## src/rtl/mhsa_icb_pkg.sv

```systemverilog
// Shared types and helpers for the MHSA ICB bridge: FSM states, CSR offsets, lane merge.
package mhsa_icb_pkg;

  typedef enum logic [2:0] {
    IDLE     = 3'd0,
    RD_ISSUE = 3'd1,
    RD_CAP   = 3'd2,
    WR       = 3'd3,
    RSP      = 3'd4
  } bridge_state_e;

  localparam int CSR_START    = 32'h0;
  localparam int CSR_DONE     = 32'h4;
  localparam int CSR_IN_BASE  = 32'h8;
  localparam int CSR_OUT_BASE = 32'hC;

  // Replace the enabled bytes of one 32-bit lane; the other lane passes through untouched.
  function automatic logic [63:0] merge_lane(input logic [63:0] old64,
                                             input logic [31:0] wdata32,
                                             input logic [3:0]  wmask4,
                                             input logic        lane);
    logic [63:0] merged;
    merged = old64;
    for (int b = 0; b < 4; b++) begin
      if (wmask4[b]) begin
        merged[(lane ? 32 : 0) + b*8 +: 8] = wdata32[b*8 +: 8];
      end
    end
    return merged;
  endfunction

endpackage

```

## src/rtl/mhsa_csr_bank.sv

```systemverilog
// CSR bank: START/busy, sticky DONE (W1C), INPUT_BASE and OUTPUT_BASE with byte-masked writes.
module mhsa_csr_bank
  import mhsa_icb_pkg::*;
#(
  parameter int OW = 16
) (
  input  logic          clk,
  input  logic          rst,
  input  logic          wr_en,
  input  logic [OW-1:0] offset,
  input  logic [31:0]   wdata,
  input  logic [3:0]    wmask,
  input  logic          done_in,
  output logic [31:0]   rdata,
  output logic          hit,
  output logic          start,
  output logic          busy,
  output logic [31:0]   input_base,
  output logic [31:0]   output_base
);

  logic sel_start, sel_done, sel_in, sel_out;
  logic done_sticky;
  logic go;

  function automatic logic [31:0] apply_mask(input logic [31:0] old,
                                             input logic [31:0] wd,
                                             input logic [3:0]  wm);
    logic [31:0] res;
    res = old;
    for (int b = 0; b < 4; b++) begin
      if (wm[b]) res[b*8 +: 8] = wd[b*8 +: 8];
    end
    return res;
  endfunction

  always_comb begin
    sel_start = (offset == OW'(CSR_START));
    sel_done  = (offset == OW'(CSR_DONE));
    sel_in    = (offset == OW'(CSR_IN_BASE));
    sel_out   = (offset == OW'(CSR_OUT_BASE));
    hit       = sel_start | sel_done | sel_in | sel_out;
    rdata     = 32'h0;
    if (sel_start)     rdata = {31'b0, busy};
    else if (sel_done) rdata = {31'b0, done_sticky};
    else if (sel_in)   rdata = input_base;
    else if (sel_out)  rdata = output_base;
  end

  // A START request while the accelerator is still busy is silently dropped.
  assign go = wr_en & sel_start & wmask[0] & wdata[0] & ~busy;

  always_ff @(posedge clk) begin
    if (rst) begin
      start       <= 1'b0;
      busy        <= 1'b0;
      done_sticky <= 1'b0;
      input_base  <= 32'h0;
      output_base <= 32'h0;
    end else begin
      start <= go;
      if (go)           busy <= 1'b1;
      else if (done_in) busy <= 1'b0;
      // done_in beats a simultaneous W1C so a completion is never lost
      if (done_in)                                         done_sticky <= 1'b1;
      else if (wr_en & sel_done & wmask[0] & wdata[0])     done_sticky <= 1'b0;
      if (wr_en & sel_in)  input_base  <= apply_mask(input_base, wdata, wmask);
      if (wr_en & sel_out) output_base <= apply_mask(output_base, wdata, wmask);
    end
  end

endmodule

```

## src/rtl/icb_usram_bridge.sv

```systemverilog
// ICB slave bridge to CSR bank and 64-bit usram (RMW for 32-bit masked writes), one outstanding txn.
// Optional ICB_BRIDGE_ERR_EN: error responses for out-of-range/busy usram access and undefined CSRs.
module icb_usram_bridge
  import mhsa_icb_pkg::*;
#(
  parameter int USRAM_DEPTH = 4096,
  parameter int REGION_BIT  = 16
) (
  input  logic        clk,
  input  logic        rst,
  input  logic        icb_cmd_valid,
  output logic        icb_cmd_ready,
  input  logic        icb_cmd_read,
  input  logic [31:0] icb_cmd_addr,
  input  logic [31:0] icb_cmd_wdata,
  input  logic [3:0]  icb_cmd_wmask,
  output logic        icb_rsp_valid,
  input  logic        icb_rsp_ready,
  output logic [31:0] icb_rsp_rdata,
  output logic        icb_rsp_err,
  output logic        start,
  input  logic        done_in,
  output logic [31:0] input_base,
  output logic [31:0] output_base,
  output logic [31:0] usram_addr,
  output logic [63:0] usram_wdata,
  output logic        usram_write_en,
  input  logic [63:0] usram_rdata
);

  bridge_state_e state;
  logic          lane_q, write_q;
  logic [31:0]   wdata_q, rdata_q, word_q;
  logic [3:0]    wmask_q;
  logic [63:0]   old_q;

  logic          accept, csr_sel, csr_hit, busy;
  logic [31:0]   word_full, csr_rdata;
  logic          unused_ok;

  assign accept    = (state == IDLE) & icb_cmd_valid;
  assign csr_sel   = icb_cmd_addr[REGION_BIT];
  assign word_full = 32'(icb_cmd_addr[REGION_BIT-1:3]);

  mhsa_csr_bank #(.OW(REGION_BIT)) u_csr (
    .clk         (clk),
    .rst         (rst),
    .wr_en       (accept & csr_sel & ~icb_cmd_read),
    .offset      ({icb_cmd_addr[REGION_BIT-1:2], 2'b00}),
    .wdata       (icb_cmd_wdata),
    .wmask       (icb_cmd_wmask),
    .done_in     (done_in),
    .rdata       (csr_rdata),
    .hit         (csr_hit),
    .start       (start),
    .busy        (busy),
    .input_base  (input_base),
    .output_base (output_base)
  );

`ifdef ICB_BRIDGE_ERR_EN
  logic err_q;
  logic usram_err;
  // The accelerator owns usram while busy, so host accesses are refused then.
  assign usram_err   = (word_full >= 32'(USRAM_DEPTH)) | busy;
  assign icb_rsp_err = err_q;
  assign unused_ok   = ^{icb_cmd_addr[31:REGION_BIT+1], icb_cmd_addr[1:0]};
`else
  assign icb_rsp_err = 1'b0;
  assign unused_ok   = ^{icb_cmd_addr[31:REGION_BIT+1], icb_cmd_addr[1:0], csr_hit, busy};
`endif

  always_ff @(posedge clk) begin
    if (rst) begin
      state   <= IDLE;
      lane_q  <= 1'b0;
      write_q <= 1'b0;
      wdata_q <= 32'h0;
      wmask_q <= 4'h0;
      rdata_q <= 32'h0;
      word_q  <= 32'h0;
      old_q   <= 64'h0;
`ifdef ICB_BRIDGE_ERR_EN
      err_q   <= 1'b0;
`endif
    end else begin
      case (state)
        IDLE: begin
          if (accept) begin
            lane_q  <= icb_cmd_addr[2];
            write_q <= ~icb_cmd_read;
            wdata_q <= icb_cmd_wdata;
            wmask_q <= icb_cmd_wmask;
            rdata_q <= 32'h0;
            word_q  <= word_full % 32'(USRAM_DEPTH);
`ifdef ICB_BRIDGE_ERR_EN
            err_q   <= 1'b0;
`endif
            if (csr_sel) begin
              // CSR side effects land on this edge; the response follows immediately.
              if (icb_cmd_read) rdata_q <= csr_rdata;
`ifdef ICB_BRIDGE_ERR_EN
              err_q <= ~csr_hit;
`endif
              state <= RSP;
`ifdef ICB_BRIDGE_ERR_EN
            end else if (usram_err) begin
              err_q <= 1'b1;
              state <= RSP;
`endif
            end else begin
              state <= RD_ISSUE;
            end
          end
        end
        RD_ISSUE: state <= RD_CAP;
        RD_CAP: begin
          old_q <= usram_rdata;
          if (write_q) begin
            state <= WR;
          end else begin
            rdata_q <= lane_q ? usram_rdata[63:32] : usram_rdata[31:0];
            state   <= RSP;
          end
        end
        WR:  state <= RSP;
        RSP: if (icb_rsp_ready) state <= IDLE;
        default: state <= IDLE;
      endcase
    end
  end

  assign icb_cmd_ready  = (state == IDLE);
  assign icb_rsp_valid  = (state == RSP) & ~rst;
  assign icb_rsp_rdata  = rdata_q;
  assign usram_addr     = (state inside {RD_ISSUE, RD_CAP, WR}) ? word_q : 32'h0;
  assign usram_write_en = (state == WR) & ~rst;
  assign usram_wdata    = (state == WR) ? merge_lane(old_q, wdata_q, wmask_q, lane_q) : 64'h0;

endmodule

```

## config.mk

```make
export PLATFORM = sky130hd
export DESIGN_NAME = icb_usram_bridge
export DESIGN_NICKNAME = d
export VERILOG_FILES = /design/src/rtl/mhsa_icb_pkg.sv /design/src/rtl/mhsa_csr_bank.sv /design/src/rtl/icb_usram_bridge.sv
export SDC_FILE = /design/constraint.sdc
export NUM_CORES = 1
export LEC_CHECK = 0
export ABC_AREA = 0
export CAP_MARGIN = 10
export CORE_UTILIZATION = 50
export DETAILED_ROUTE_END_ITERATION = 8
export PLACE_DENSITY = 0.9
export SYNTH_ARGS = -nofsm -noshare
export SYNTH_HDL_FRONTEND = slang
export SYNTH_SLANG_ARGS = --single-unit
```

## constraint.sdc

```tcl
create_clock -name clk -period 3.6 [get_ports clk]
set_clock_uncertainty 0.15 [all_clocks]
set_input_delay 1.08 -clock clk [delete_from_list [all_inputs] [get_ports clk]]
set_output_delay 1.08 -clock clk [all_outputs]
set_load 0.03 [all_outputs]
```

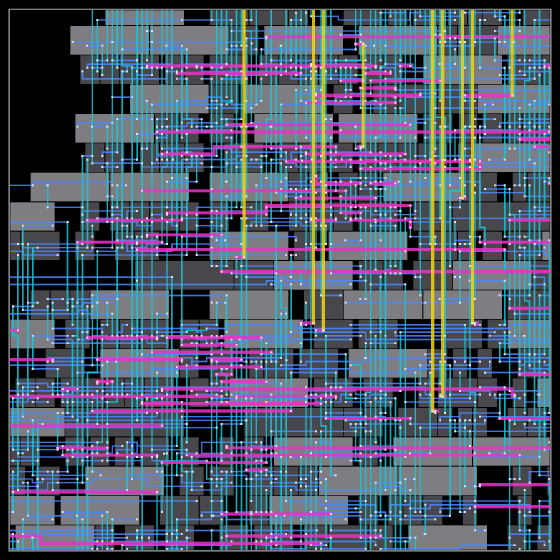
*A small window of the routed layout, run 1*
Window x 11 to 61, y 82 to 132 um. Cells in gray, sequential cells in the stronger gray; small squares are vias.
| color | layer |
|---|---|
| cyan | metal 2 |
| blue | metal 1 |
| magenta | metal 3 |
| yellow | metal 4 |
sequential cells in the window: 45
cells with their middle in the window: 226
most frequent: dfxtp_1 (45), a21oi_1 (37), o21ai_0 (33)
netlist names of flops here include: `u_csr.input_base` (18), `u_csr.output_base` (16), `wdata_q` (6)

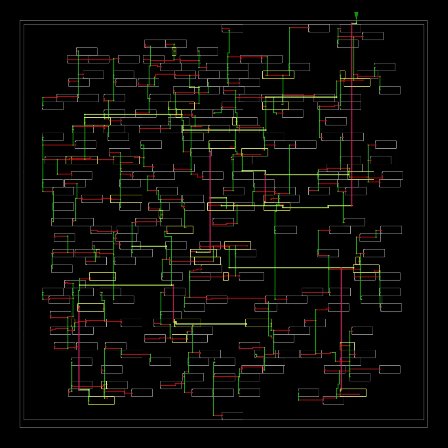
*The clock network, run 1*
P_clk: 2.33 mW
worst skew pair latency: 0.50 ns
# clock sinks: 216
Inserted Clock Buffers: 22

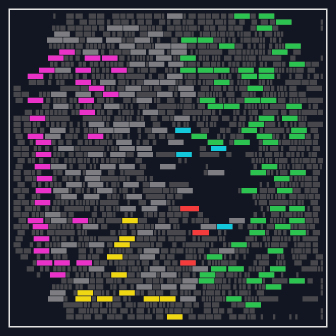
*Sequential cells grouped by signal name, run 1*
Other sequential cells in the stronger gray, the rest of the logic in the fainter gray.
| color | name in the netlist | flops |
|---|---|---|
| magenta | `u_csr.input_base` | 32 |
| red | `state` | 3 |
| cyan | `wmask_q` | 4 |
| yellow | `word_q` | 12 |
| green | `old_q` | 64 |
not colored: 101

## run 1: synthesized netlist by cell type
cell type	number	area, sq um
nor2_1	43	161
dfxtp_1	216	4320
mux4_2	1	22.5
a22oi_1	31	233
mux2_2	31	349
o31ai_1	1	7.51
a31o_1	1	8.76
nand2_1	267	1000
inv_1	6	22.5
o21ai_1	28	140
o32a_1	1	10.0
or4b_2	1	10.0
or3_1	2	12.5
or4_4	1	11.3
mux2i_1	33	330
buf_2	13	65.1
nand2b_1	5	31.3
nand3_1	69	345
o21ai_2	2	17.5
conb_1	1	3.75
buf_1	11	41.3
buf_6	5	56.3
and2_1	12	75.1
clkbuf_1	89	334
nor4b_4	2	47.6
buf_4	21	158
nor4bb_1	1	10.0
nand4b_1	1	8.76
a21oi_1	213	1070
a211o_1	1	8.76
a32oi_1	31	272
o31a_1	1	8.76
or3b_2	1	8.76
and3_1	6	37.5
nor4_1	3	18.8
nor4b_1	2	17.5
and4_1	1	8.76
nor4b_2	1	15.0
nand4_1	38	238
o21ai_0	66	330
a31oi_1	1	6.26
clkbuf_2	1	5.00
nand2b_4	1	13.8
nor3_1	5	25.0
## run 1: cell families after synthesis
kind of cell | after synthesis | synth area share
DFF | 216 | 0.436
and+or+nand+nor | 462 | 0.212
other | 1 | 0.000378
buffers and inverters | 146 | 0.0688
AOI/OAI and AO/OA | 377 | 0.213
muxes | 65 | 0.0708
## run 1: worst max-delay path, stage by stage, from the launching register on
cell,delay (ns)
dfxtp_2,0.44
inv_1,0.11
or3_2,0.49
buf_12,0.22
nor2_1,0.23
buf_4,0.20
## run 1: layer usage
metal / up-vias / global-route usage / share of wire
li1: 4880 / - / -
met1: 4977 / 0.489 / 0.41
met2: 749 / 0.520 / 0.44
met3: 82 / 0.0577 / 0.11
met4: 0 / 0.127 / 0.037
met5: - / 0 / 0
==> impl_metrics.env, run 1 <==
# yosys + openroad results
export IMPL_crit_type="reg2out"
export IMPL_diodes=0
export IMPL_area_sequential_sq_mm=0.00433
export IMPL_io_buffer_count=296
export IMPL_finalCritPeriodShare=0.961
export IMPL_antenna_left=0
export IMPL_slew_viol_final=0
export IMPL_routed_via_density=6.00
export IMPL_p_sw_mw=1.38
export IMPL_totalWireLength_um=36200
export IMPL_rrSetupSlack_ns=1.20
export IMPL_r2r_cells=4
export IMPL_ys_seq_share=0.436
export IMPL_comb_area_sq_mm=0.00505
export IMPL_powerSeq_mw=2.52
export IMPL_setup_slack_ns=0.141
export IMPL_seq_share=0.317
export IMPL_avgSynthCellArea_sq_um=7.83
export IMPL_largest_reg_flops=64
export IMPL_path_clk_slew_ns=0.06
export IMPL_placeableCoreArea_sq_mm=0.0195
export IMPL_setup_tns_ns=0
export IMPL_hold_class="reg2reg"
export IMPL_synth_cell_types=44
export IMPL_warning_count=45
export IMPL_cts_tree="done"
export IMPL_rsz0062_at_grt="false"
export IMPL_grt_util_all_layers=0.344
export IMPL_antenna_found_initial=0
export IMPL_route_detailed_drc=0
export IMPL_mostFrequentLayoutCell="nand2_1"
export IMPL_setup_violations_final=0
export IMPL_root_buffer="clkbuf_16"
export IMPL_cts_resized=3
export IMPL_vias=10700
export IMPL_dpl_instance_area_sq_mm=0.0129
export IMPL_nNonClkInverters=6
export IMPL_max_freq_mhz=289
export IMPL_min_period_ns=3.46
export IMPL_placementRows=51
export IMPL_dr_pass1_iters=6
export IMPL_tapCellCount=265
export IMPL_finalHoldViolations=0
export IMPL_io_pins=335
export IMPL_post_drt_wl_per_cell_um=20.3
export IMPL_r2r_end="icb_rsp_rdata[1]$_SDFFE_PP0P_"
export IMPL_maxCapViolCount=0
export IMPL_required_ns=2.37
export IMPL_logic_gates=925
export IMPL_dpl_hpwl_um=25600
export IMPL_dp_cells=1740
export IMPL_drive_gt1_frac=0.123
export IMPL_status="complete, no violations"
export IMPL_yosys_warnings=0
export IMPL_ys_cells=1267
export IMPL_slew_headroom=0.234
export IMPL_finalPower_mw=5.47
export IMPL_power_leader="sequential cells"
export IMPL_htree_levels=1
export IMPL_p_int_mw=4.09
export IMPL_holdPathStages=2
export IMPL_post_place_ws_ns=0.104
export IMPL_holdWs_ns=0.302
export IMPL_syn_area_sq_mm=0.00992
export IMPL_powerComb_mw=0.624
export IMPL_min_delay_start="word_q[5]$_SDFFE_PP0P_"
export IMPL_ir_drop_mv=0.344
export IMPL_power_density_mw_per_mm2=400
export IMPL_overflow=0
export IMPL_largest_register="old_q"
export IMPL_nNonClkBuffers=328
export IMPL_buffer_area_frac=0.234
export IMPL_worst_slew_pin_slew_ns=1.15
export IMPL_grt_pass1_wl_um=54700
export IMPL_hold_end="word_q[5]$_SDFFE_PP0P_"
export IMPL_chip_area_sq_mm=0.0204
export IMPL_clk_share=0.0536
export IMPL_fillers=1448
export IMPL_hold_buffers=0
export IMPL_postCtsSetupBuffers=0
### Gate-type map, run 1

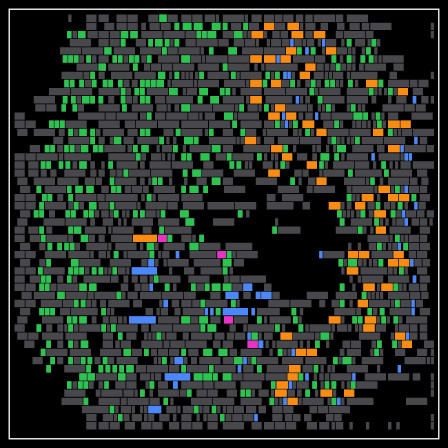

==> run 1 -> run 2 <==
- CTS_BUF_LIST: unset -> sky130_fd_sc_hd__clkbuf_16
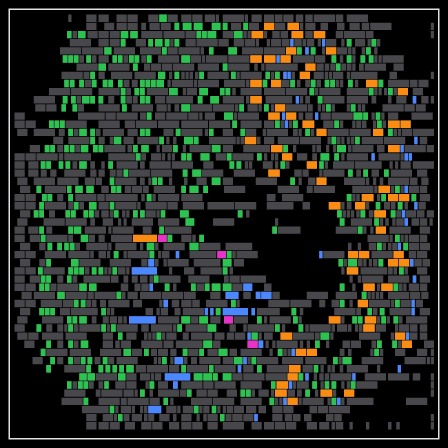
*Gate-type map, run 2*
| color | family | cells |
|---|---|---|
| magenta | AND-OR and OR-AND gates | 4 |
| blue | NOR gates | 57 |
| orange | multiplexers | 65 |
| green | inverting AOI/OAI gates | 373 |

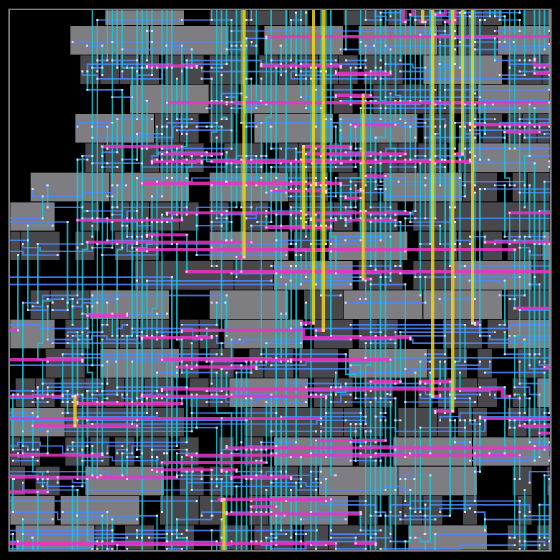
*A small window of the routed layout, run 2*
Window x 11 to 61, y 82 to 132 um. Cells in gray, sequential cells in the stronger gray; small squares are vias.
| color | layer |
|---|---|
| magenta | metal 3 |
| cyan | metal 2 |
| yellow | metal 4 |
| blue | metal 1 |
cells with their middle in the window: 226
most frequent: dfxtp_1 (45), a21oi_1 (37), o21ai_0 (33)
sequential cells in the window: 45
netlist names of flops here include: `u_csr.input_base` (18), `u_csr.output_base` (16), `wdata_q` (6)

==> run 2 against run 1 <==
  * Via count about the same
  * Setup slack worse by 0.020 ns
  * Count of clock-buffer cells in the layout down 9
==> impl_metrics.env, run 2 <==
# yosys + openroad results
export IMPL_area_leaders="dfxtp_1 44%, a21oi_1 11%, nand2_1 10%"
export IMPL_dr_pass1_iters=8
export IMPL_maxCapViolCount=0
export IMPL_largest_reg_flops=64
export IMPL_drive_gt1_frac=0.121
export IMPL_power_density_mw_per_mm2=395
export IMPL_htree_levels=1
export IMPL_chip_area_sq_mm=0.0204
export IMPL_syn_area_sq_mm=0.00992
export IMPL_hold_buffers=0
export IMPL_drt_met1_wl_um=15100
export IMPL_diodes=0
export IMPL_setup_tns_ns=0
export IMPL_mostFrequentLayoutCell="nand2_1"
export IMPL_totalWireLength_um=36200
export IMPL_ir_drop_mv=0.345
export IMPL_rsz0062_at_grt="false"
export IMPL_placeableCoreArea_sq_mm=0.0195
export IMPL_cts_tree="done"
export IMPL_worstPathCellList="inv_1, or3_2, buf_12, nor2_1, buf_4"
export IMPL_status="complete, no violations"
export IMPL_ys_seq_share=0.436
export IMPL_top_usage_layer="met2"
export IMPL_max_freq_mhz=287
export IMPL_rrSetupSlack_ns=1.23
export IMPL_clock_sinks=216
export IMPL_finalCritPeriodShare=0.967
export IMPL_io_buffer_count=296
export IMPL_slew_viol_final=0
export IMPL_synth_top_area_share=0.436
export IMPL_required_ns=2.37
export IMPL_top_layer_used="met4"
export IMPL_top_area_cell="dfxtp_1"
export IMPL_cp_slowest_stage_delay_ns=0.49
export IMPL_path_clk_slew_ns=0.06
export IMPL_finalPower_mw=5.38
export IMPL_grt_util_all_layers=0.343
export IMPL_ff_type="dfxtp_1"
export IMPL_hold_class="reg2reg"
export IMPL_synthArstFlopShare=0
export IMPL_grt_pass1_wl_um=54500
export IMPL_route_detailed_drc=0
export IMPL_wl_met3_um=3690
export IMPL_fillers=1456
export IMPL_grt_util_met2=0.522
export IMPL_synth_cell_types=44
export IMPL_insertion_delay_ns=0.50
export IMPL_min_period_ns=3.48
export IMPL_antenna_found_initial=0
export IMPL_io_pins=335
export IMPL_route_met2_wl_um=16000
export IMPL_routed_via_density=6.00
export IMPL_setup_slack_ns=0.120
export IMPL_crit_slowest_cell="or3_2"
export IMPL_worst_slew_pin_slew_ns=1.15
export IMPL_crit_type="reg2out"
export IMPL_post_drt_wl_per_cell_um=20.3
export IMPL_cts_inserted_buffers=22
export IMPL_antenna_left=0
export IMPL_post_place_ws_ns=0.104
export IMPL_postCtsSetupBuffers=0
export IMPL_dpl_hpwl_um=25600
export IMPL_largest_register="old_q"
export IMPL_finalHoldViolations=0
export IMPL_edf_count=0
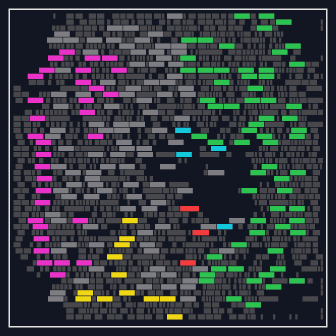
*Sequential cells grouped by signal name, run 2*
Other sequential cells in the stronger gray, the rest of the logic in the fainter gray.
| color | name in the netlist | flops |
|---|---|---|
| magenta | `u_csr.input_base` | 32 |
| yellow | `word_q` | 12 |
| cyan | `wmask_q` | 4 |
| red | `state` | 3 |
| green | `old_q` | 64 |
not colored: 101

[run 2: cell types whose count changed in the layout (fill, tap and decap cells not counted)]
cell	change
clkbuf_8	-3
inv_1	+6
clkbuf_1	-6
clkinv_1	+3
[run 2: cells by family after synthesis]
group	Yosys count	share of synthesized area
AND/OR/NAND/NOR	462	0.212
flip-flops	216	0.436
AND-OR/OR-AND	377	0.213
multiplexers	65	0.0708
buffers and inverters	146	0.0688
other	1	0.000378
[run 2: final cells by class]
| class | instances | share of cell area |
|---|---|---|
| clock buffer | 23 | 0.0422 |
| tap | 265 | 0.0243 |
| sequential | 216 | 0.317 |
| timing repair buffer | 328 | 0.235 |
| multi-input combinational | 925 | 0.370 |
| inverter | 6 | 0.00165 |
| clock inverter | 17 | 0.00935 |
[run 2: timing repair]
item,in CTS,in global routing
cloned,0,0
gates resized,3,6
endpoints found under the setup margin,34,7
[run 2: power breakdown]
group | internal, mW | switching [mW]
registers | 2.45 | 0.0673
logic | 0.257 | 0.367
clock network | 1.30 | 0.944
[run 2: per-stage QoR]
| step | util | area, sq um |
|---|---|---|
| 6_report | 0.701 | 13600 |
| 5_1_grt | 0.701 | 13600 |
| 4_1_cts | 0.700 | 13600 |
| 3_5_place_dp | 0.664 | 12900 |
| 3_3_place_gp | 0.664 | 12900 |
| 2_1_floorplan | - | 9990 |
[run 2: path summary, 6_finish.rpt]
kind | from | endpoint | cells past startpoint
max | state[1]$_SDFFE_PP0P_ | usram_wdata[11] | 5
min | word_q[9]$_SDFFE_PP0P_ | word_q[9]$_SDFFE_PP0P_ | 2
max reg2reg | state[2]$_SDFFE_PP0P_ | icb_rsp_rdata[1]$_SDFFE_PP0P_ | 4
min reg2reg | word_q[9]$_SDFFE_PP0P_ | word_q[9]$_SDFFE_PP0P_ | 2
Power and IR drop assume default switching activity.
